--- src/rtl/edge_bit_unpacker_if.sv ---
// Handshake bundle between the packed-edge FIFO, the display pixel requester and edge_bit_unpacker.
// master = the unpacker, slave = the surrounding FIFO/display logic.
interface edge_bit_unpacker_if;
    logic        frame_start;
    logic        pix_rd_req;
    logic        fifo_empty;
    logic [15:0] fifo_rd_data;
    logic        fifo_rd_en;
    logic [15:0] pix_data;
    logic        pix_valid;
    logic        underflow;
    logic        frame_done;

    modport master (
        input  frame_start, pix_rd_req, fifo_empty, fifo_rd_data,
        output fifo_rd_en, pix_data, pix_valid, underflow, frame_done
    );

    modport slave (
        output frame_start, pix_rd_req, fifo_empty, fifo_rd_data,
        input  fifo_rd_en, pix_data, pix_valid, underflow, frame_done
    );
endinterface

--- src/rtl/edge_bit_unpacker.sv ---
// Expands 16-bit packed edge words (bit 15 first) into one RGB565 pixel per display request.
// Optional macro UNPACK_UNDERFLOW_RED_EN: underflow pixels are red (16'hF800) instead of BLACK.
module edge_bit_unpacker #(
    parameter logic [15:0] WHITE         = 16'hFFFF,
    parameter logic [15:0] BLACK         = 16'h0000,
    parameter int unsigned PIX_PER_FRAME = 307200
) (
    input  logic                   sys_clk,
    input  logic                   sys_rst_n,
    edge_bit_unpacker_if.master    bus
);

`ifdef UNPACK_UNDERFLOW_RED_EN
    localparam logic [15:0] UNDERFLOW_PIX = 16'hF800;
`else
    localparam logic [15:0] UNDERFLOW_PIX = BLACK;
`endif

    localparam logic [18:0] PIX_LAST = 19'(PIX_PER_FRAME - 1);

    typedef enum logic {F_IDLE, F_WAIT} fetch_state_t;

    fetch_state_t state, state_nxt;
    logic         fetch_capture;

    logic [15:0]  cur_word;
    logic [15:0]  pre_word;
    logic [3:0]   bit_cnt;
    logic         cur_valid;
    logic         pre_valid;
    logic [18:0]  pix_cnt;
    logic [18:0]  pix_cnt_base;

    logic         consume;
    logic         last_bit;
    logic         load_cur;

    function automatic logic [15:0] map_bit(input logic edge_bit);
        return edge_bit ? WHITE : BLACK;
    endfunction

    // Fetch FSM: a single outstanding pop, data returns one cycle later
    always_ff @(posedge sys_clk or negedge sys_rst_n) begin
        if (!sys_rst_n) state <= F_IDLE;
        else            state <= state_nxt;
    end

    always_comb begin
        state_nxt      = state;
        bus.fifo_rd_en = 1'b0;
        fetch_capture  = 1'b0;
        case (state)
            F_IDLE: begin
                // Gated by reset so the combinational pop stays low while the block is held in reset
                if (sys_rst_n && !pre_valid && !bus.fifo_empty && !bus.frame_start) begin
                    bus.fifo_rd_en = 1'b1;
                    state_nxt      = F_WAIT;
                end
            end
            F_WAIT: begin
                fetch_capture = 1'b1;
                state_nxt     = F_IDLE;
            end
            default: state_nxt = F_IDLE;
        endcase
    end

    // Bit consumption and word hand-over from prefetch to the shift register
    assign consume      = bus.pix_rd_req && cur_valid && !bus.frame_start;
    assign last_bit     = consume && (bit_cnt == 4'd15);
    assign load_cur     = !bus.frame_start && pre_valid && (!cur_valid || last_bit);
    assign pix_cnt_base = bus.frame_start ? 19'd0 : pix_cnt;

    always_ff @(posedge sys_clk or negedge sys_rst_n) begin
        if (!sys_rst_n) begin
            cur_valid <= 1'b0;
            pre_valid <= 1'b0;
            bit_cnt   <= 4'd0;
        end else begin
            if (bus.frame_start)  cur_valid <= 1'b0;
            else if (load_cur)    cur_valid <= 1'b1;
            else if (last_bit)    cur_valid <= 1'b0;

            if (bus.frame_start || load_cur) bit_cnt <= 4'd0;
            else if (consume)                bit_cnt <= bit_cnt + 4'd1;

            if (fetch_capture)    pre_valid <= 1'b1;
            else if (load_cur)    pre_valid <= 1'b0;
        end
    end

    always_ff @(posedge sys_clk) begin
        if (fetch_capture) pre_word <= bus.fifo_rd_data;
        if (load_cur)      cur_word <= pre_word;
        else if (consume)  cur_word <= {cur_word[14:0], 1'b0};
    end

    // Output register: pixel, sticky underflow and frame counter, one cycle after the request
    always_ff @(posedge sys_clk or negedge sys_rst_n) begin
        if (!sys_rst_n) begin
            bus.pix_valid  <= 1'b0;
            bus.pix_data   <= 16'h0000;
            bus.underflow  <= 1'b0;
            bus.frame_done <= 1'b0;
            pix_cnt        <= 19'd0;
        end else begin
            bus.pix_valid  <= bus.pix_rd_req;
            bus.frame_done <= 1'b0;
            pix_cnt        <= pix_cnt_base;

            if (bus.pix_rd_req) begin
                bus.pix_data <= consume ? map_bit(cur_word[15]) : UNDERFLOW_PIX;
                if (pix_cnt_base == PIX_LAST) begin
                    pix_cnt        <= 19'd0;
                    bus.frame_done <= 1'b1;
                end else begin
                    pix_cnt <= pix_cnt_base + 19'd1;
                end
            end

            // A request coinciding with frame_start is a flush, not a starvation event
            if (bus.frame_start)                        bus.underflow <= 1'b0;
            else if (bus.pix_rd_req && !cur_valid)      bus.underflow <= 1'b1;
        end
    end

endmodule

--- src/flat_wrapper.sv ---
// flat-port wrapper written by rule: the top's interface ports become plain ports
module edge_bit_unpacker_flat 
#(
    parameter logic [15:0] WHITE         = 16'hFFFF,
    parameter logic [15:0] BLACK         = 16'h0000,
    parameter int unsigned PIX_PER_FRAME = 307200
)
  (sys_clk, sys_rst_n, bus_frame_start, bus_pix_rd_req, bus_fifo_empty, bus_fifo_rd_data, bus_fifo_rd_en, bus_pix_data, bus_pix_valid, bus_underflow, bus_frame_done);
  edge_bit_unpacker_if bus_i ();
  input  logic sys_clk;
  input  logic sys_rst_n;
  input wire logic [$bits(bus_i.frame_start)-1:0] bus_frame_start;
  input wire logic [$bits(bus_i.pix_rd_req)-1:0] bus_pix_rd_req;
  input wire logic [$bits(bus_i.fifo_empty)-1:0] bus_fifo_empty;
  input wire logic [$bits(bus_i.fifo_rd_data)-1:0] bus_fifo_rd_data;
  output wire logic [$bits(bus_i.fifo_rd_en)-1:0] bus_fifo_rd_en;
  output wire logic [$bits(bus_i.pix_data)-1:0] bus_pix_data;
  output wire logic [$bits(bus_i.pix_valid)-1:0] bus_pix_valid;
  output wire logic [$bits(bus_i.underflow)-1:0] bus_underflow;
  output wire logic [$bits(bus_i.frame_done)-1:0] bus_frame_done;
  assign bus_i.frame_start = bus_frame_start;
  assign bus_i.pix_rd_req = bus_pix_rd_req;
  assign bus_i.fifo_empty = bus_fifo_empty;
  assign bus_i.fifo_rd_data = bus_fifo_rd_data;
  assign bus_fifo_rd_en = bus_i.fifo_rd_en;
  assign bus_pix_data = bus_i.pix_data;
  assign bus_pix_valid = bus_i.pix_valid;
  assign bus_underflow = bus_i.underflow;
  assign bus_frame_done = bus_i.frame_done;
  edge_bit_unpacker #(.WHITE(WHITE), .BLACK(BLACK), .PIX_PER_FRAME(PIX_PER_FRAME)) u_core (.sys_clk(sys_clk), .sys_rst_n(sys_rst_n), .bus(bus_i));
endmodule
--- config.mk ---
export PLATFORM = sky130hd
export DESIGN_NAME = edge_bit_unpacker_flat
export DESIGN_NICKNAME = d
export VERILOG_FILES = /design/src/rtl/edge_bit_unpacker_if.sv /design/src/rtl/edge_bit_unpacker.sv /design/src/flat_wrapper.sv
export SDC_FILE = /design/constraint.sdc
export NUM_CORES = 1
export LEC_CHECK = 0
export CAP_MARGIN = 5
export CORE_MARGIN = 2
export CORE_UTILIZATION = 53
export DETAILED_ROUTE_END_ITERATION = 6
export GPL_TIMING_DRIVEN = 0
export HOLD_SLACK_MARGIN = 0.02
export PLACE_DENSITY = 0.82
export SLEW_MARGIN = 20
export SYNTH_ARGS = -nofsm -noshare
export SYNTH_HDL_FRONTEND = slang
export SYNTH_SLANG_ARGS = --single-unit
--- constraint.sdc ---
create_clock -name sys_clk -period 2.7 [get_ports sys_clk]
set_input_delay 0.81 -clock sys_clk [delete_from_list [all_inputs] [get_ports sys_clk]]
set_output_delay 0.81 -clock sys_clk [all_outputs]
set_load 0.02 [all_outputs]
Figure 1. Zoomed window (run 1).
Window x 42 to 72, y 4 to 34 um. Cells in grey, sequential cells in the stronger grey; small squares are vias.
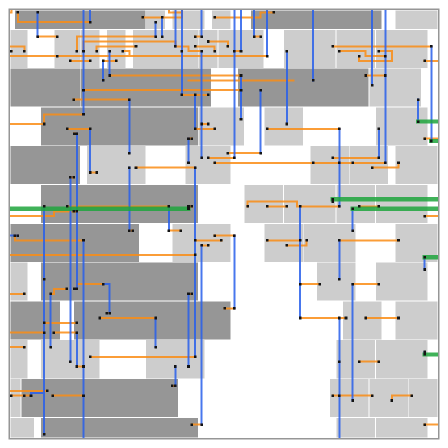
M2: shown in blue. M1: shown in orange. M3: shown in green.
48 logic cells have their middle in the window. Netlist names of flops here include `u_core.cur_word` (4), `u_core.pre_word` (3). Sequential cells in the window: 9. Most frequent: clkdlybuf4s50_1 (14), buf_4 (13), edfxtp_1 (7).

Figure 2. Clock wiring as the flow saved it (run 1).
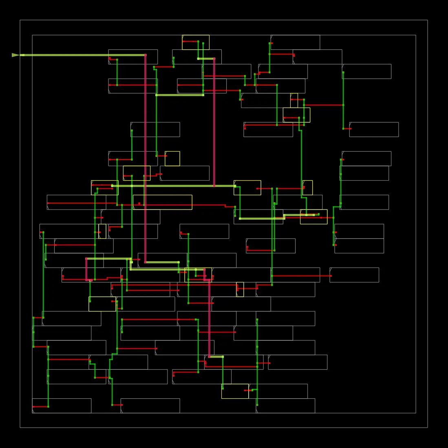
clk_skew: 0.00597 ns
clock buffer count in the final layout: 9
CTS sink cnt: 62

Figure 3. Routed clock nets over the placement (run 1).
Bar = 20 um.
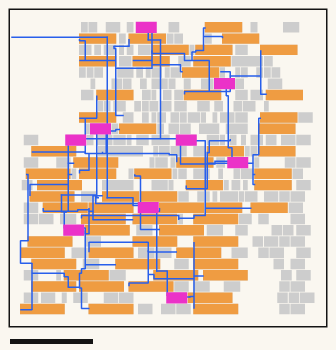
clock wires: shown in blue, length 853 um. flip-flops: shown in orange, count 62. clock-net drivers: shown in magenta, count 9.
Position of the flops: all over the die.
Clock Power Share: 0.328
P_clk: 0.769 mW
worst-skew pair later-pin latency: 0.34 ns

==> impl_metrics.tcl, run 1 <==
# place-and-route summary
set metrics [dict create \
    grt_pass1_wl_um 8580 \
    regArea_um2 1710 \
    drt-total-wl_um 5130 \
    non_clock_buffer_area_share 0.163 \
    crit_chain "clkdlybuf4s50_1 -> buf_4 -> inv_2 -> o31a_1 -> or3_1 -> buf_6 -> mux2_1" \
    top_cell "edfxtp_1" \
    fp_util 0.545 \
    cts_buffers 9 \
    worstPathRequired_ns 2.79 \
    avgSynthCellArea_um2 12.8 \
    synth-main-ff-cell "edfxtp_1" \
    min_period_over_period 0.959 \
    status "finished clean" \
    ios 41 \
    grt_remaining_overflow 0 \
    grt_setup_unrepaired "no" \
    drcViolationCount 0 \
    finalCriticalPeriod_ns 2.59 \
    die_w_um 76.3 \
    powerSeq_mw 1.17 \
    slew_viol_final 0 \
    grt_usage 0.193 \
    vias 1842 \
    logic_area_um2 915 \
    p_switching_mw 0.600 \
    seqPwrFrac 0.499 \
    worstSetupStartpoint "bus_pix_rd_req" \
    ctsHoldBuffers 0 \
    reg2regPathDepth 7 \
    warnings 26 \
    cp.depth 7 \
    routedWlPerCell_um 15.0 \
    first_pass_iters 5 \
    holdWs_ns 0.325 \
    yosys.area.top_type "edfxtp_1" \
    grt_pass1_vias 1879 \
    cp_top_family "buffers and inverters" \
    setup.worst_path.class "in2reg" \
    end_kind "flip-flop" \
    ir_drop_mv 0.493 \
    die-area_um2 5820 \
    cts_tree "yes" \
    async_reset_ff_frac 0.484 \
    fp_nets 240 \
    nNonClkBuffers 63 \
]
## run 1: routing by layer
metal | routed length, um | up-vias | share of wire | global-route usage
li1 | - | 871 | - | -
met1 | 2280 | 892 | 0.44 | 0.238
met2 | 2460 | 69 | 0.48 | 0.304
met3 | 295 | 10 | 0.058 | 0.0545
met4 | 99 | 0 | 0.019 | 0.113
met5 | 0 | - | 0 | 0
## run 1: state kept, by name (all words and copies together), names as in the netlist
signal,flops
u_core.pix_cnt,19
u_core.bus.pix_valid,1
u_core.bus.frame_done,1
u_core.bus.pix_data,1
u_core.bit_cnt,4
u_core.cur_valid,1
u_core.pre_valid,1
u_core.state,1
u_core.cur_word,16
u_core.bus.underflow,1
u_core.pre_word,16
Figure 4. Sizing map (run 1).
Bar = 20 um.
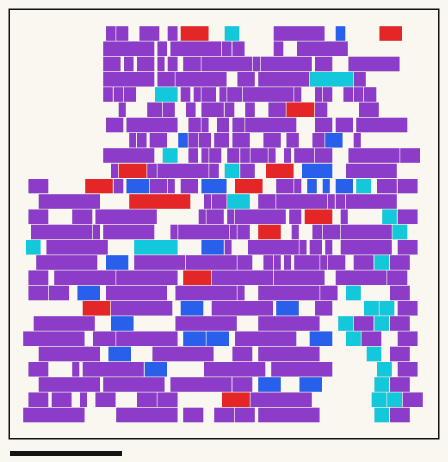

==> run 1 -> run 2 <==
--- a/config.mk
+++ b/config.mk
@@ -6,6 +6,7 @@
 export NUM_CORES = 1
 export LEC_CHECK = 0
 export CAP_MARGIN = 5
+export CORE_ASPECT_RATIO = 0.7
 export CORE_MARGIN = 2
 export CORE_UTILIZATION = 53
 export DETAILED_ROUTE_END_ITERATION = 6
Figure 5. Sizing map (run 2).
Bar = 20 um.
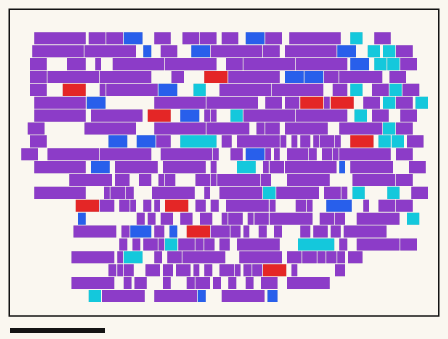
x1 and smaller: shown in purple, cells 215, share 79%, most used clkdlybuf4s50_1. x6 and larger: shown in red, cells 10, share 3.7%, most used clkbuf_8. x2: shown in blue, cells 22, share 8.1%, most used mux2_2. x3 and x4: shown in cyan, cells 25, share 9.2%, most used buf_4.
design area: 3440 um^2
area added between synthesis and finish: 24.5%

Figure 6. Zoomed window (run 2).
Window x 53 to 83, y 1 to 31 um. Cells in grey, sequential cells in the stronger grey; small squares are vias.
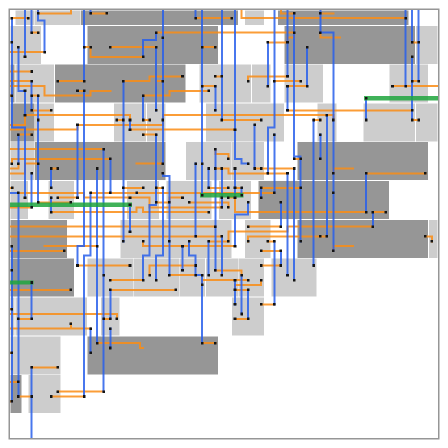
M3: shown in green. M2: shown in blue. M1: shown in orange.
Sequential cells in the window: 8. Netlist names of flops here include `u_core.pix_cnt` (6). 41 logic cells have their middle in the window. Most frequent: dfrtp_1 (8), nor2b_1 (3), nor2_1 (3).

==> impl_metrics.tcl, run 2 <==
# place-and-route summary
set metrics [dict create \
    seqPwrFrac 0.528 \
    seq-cell-share 0.497 \
    setup.worst_path.class "in2out" \
    clk-power_mw 0.643 \
    clockBufferCount 10 \
    regArea_um2 1710 \
    top_cell "edfxtp_1" \
    crit_fanout 10 \
    finalCriticalPeriod_ns 2.66 \
    grt_remaining_overflow 0 \
    grt_setup_unrepaired "yes" \
    cp_num_buf_inv 4 \
    fin_nets 290 \
    grt_pass1_vias 1743 \
    vias 1845 \
    die-area_um2 5830 \
    routedWlPerCell_um 14.8 \
    ff2ff_setup_slack_ns 0.52 \
    crit_chain "buf_2 -> clkbuf_8 -> clkbuf_4 -> nor4_4 -> buf_4" \
    grt_pass1_wl_um 8360 \
    first_pass_iters 4 \
    non_clock_buffer_area_share 0.160 \
    power_leakage_nw 1.32 \
    cp.depth 5 \
    nNonClkBuffers 62 \
    post-place-ws_ns -1.15 \
    clkPwrFrac 0.289 \
    syn_inst 217 \
    reg_top3 "u_core.pix_cnt x19, u_core.cur_word x16, u_core.pre_word x16" \
    max_slew_margin 0.485 \
    drcViolationCount 0 \
    power_frac_comb 0.183 \
    max_freq_mhz 376 \
    reg2reg_from "u_core.pix_cnt[0]" \
    switching_share 0.257 \
    slew_viol_final 0 \
    holdWs_ns 0.435 \
    min_period_over_period 0.986 \
    synth-main-ff-cell "edfxtp_1" \
    fin_util 0.701 \
    cts_tree "yes" \
    ctsHoldBuffers 0 \
    regMostFlops "u_core.pix_cnt" \
    fp_util 0.563 \
    worstSetupStartpoint "bus_frame_start" \
    end_kind "primary output" \
    cts_sinks 62 \
    cts_buffers 9 \
    status "finished clean" \
    most-common-layout-cells "37 x clkdlybuf4s50_1, 32 x edfxtp_1, 30 x dfrtp_1" \
    yosys.area.top_type "edfxtp_1" \
    drt_iter0_markers 140 \
    ios 41 \
    clock_skew_ns 0.00732 \
    ir_drop_mv 0.460 \
    grt_usage 0.191 \
    clock_latency_ns 0.33 \
    fp_nets 240 \
    placed_cell_area_um2 3260 \
    p_switching_mw 0.571 \
    die_w_um 90.4 \
    warnings 28 \
    io_buffers 40 \
    logic_area_um2 912 \
    synth-edff-count 32 \
    cp_top_family "buffers and inverters" \
    reg2regPathDepth 7 \
    powerSeq_mw 1.17 \
    n_antenna_cell 0 \
    drt-total-wl_um 5040 \
    largest_reg_flops 19 \
    power-top-group "sequential cells" \
    worstPathRequired_ns 1.89 \
    avgSynthCellArea_um2 12.8 \
    finalPower_mw 2.22 \
    async_reset_ff_frac 0.484 \
]
-- run 2: cell counts after synthesis --
No cell type changed its count.
-- run 2: logic make-up (layout without fill, tap and decap cells) --
logic type,Yosys count,in the layout,share of synthesized area
and+or+nand+nor,70,70,0.149
DFF,62,62,0.618
muxes,16,16,0.0646
AOI/OAI and AO/OA,24,24,0.0543
xor gates and xnor gates,13,13,0.0411
buffers and inverters,30,85,0.0637
adders and majority gates,2,2,0.00904
-- run 2: layer usage --
metal / GRT usage / vias to the layer above / part of all wire
li1: - / 880 / -
met1: 0.246 / 902 / 0.45
met2: 0.298 / 59 / 0.49
met3: 0.0756 / 4 / 0.058
met4: 0.0654 / 0 / 0.0040
met5: 0 / - / 0
Power and IR drop assume default switching activity.
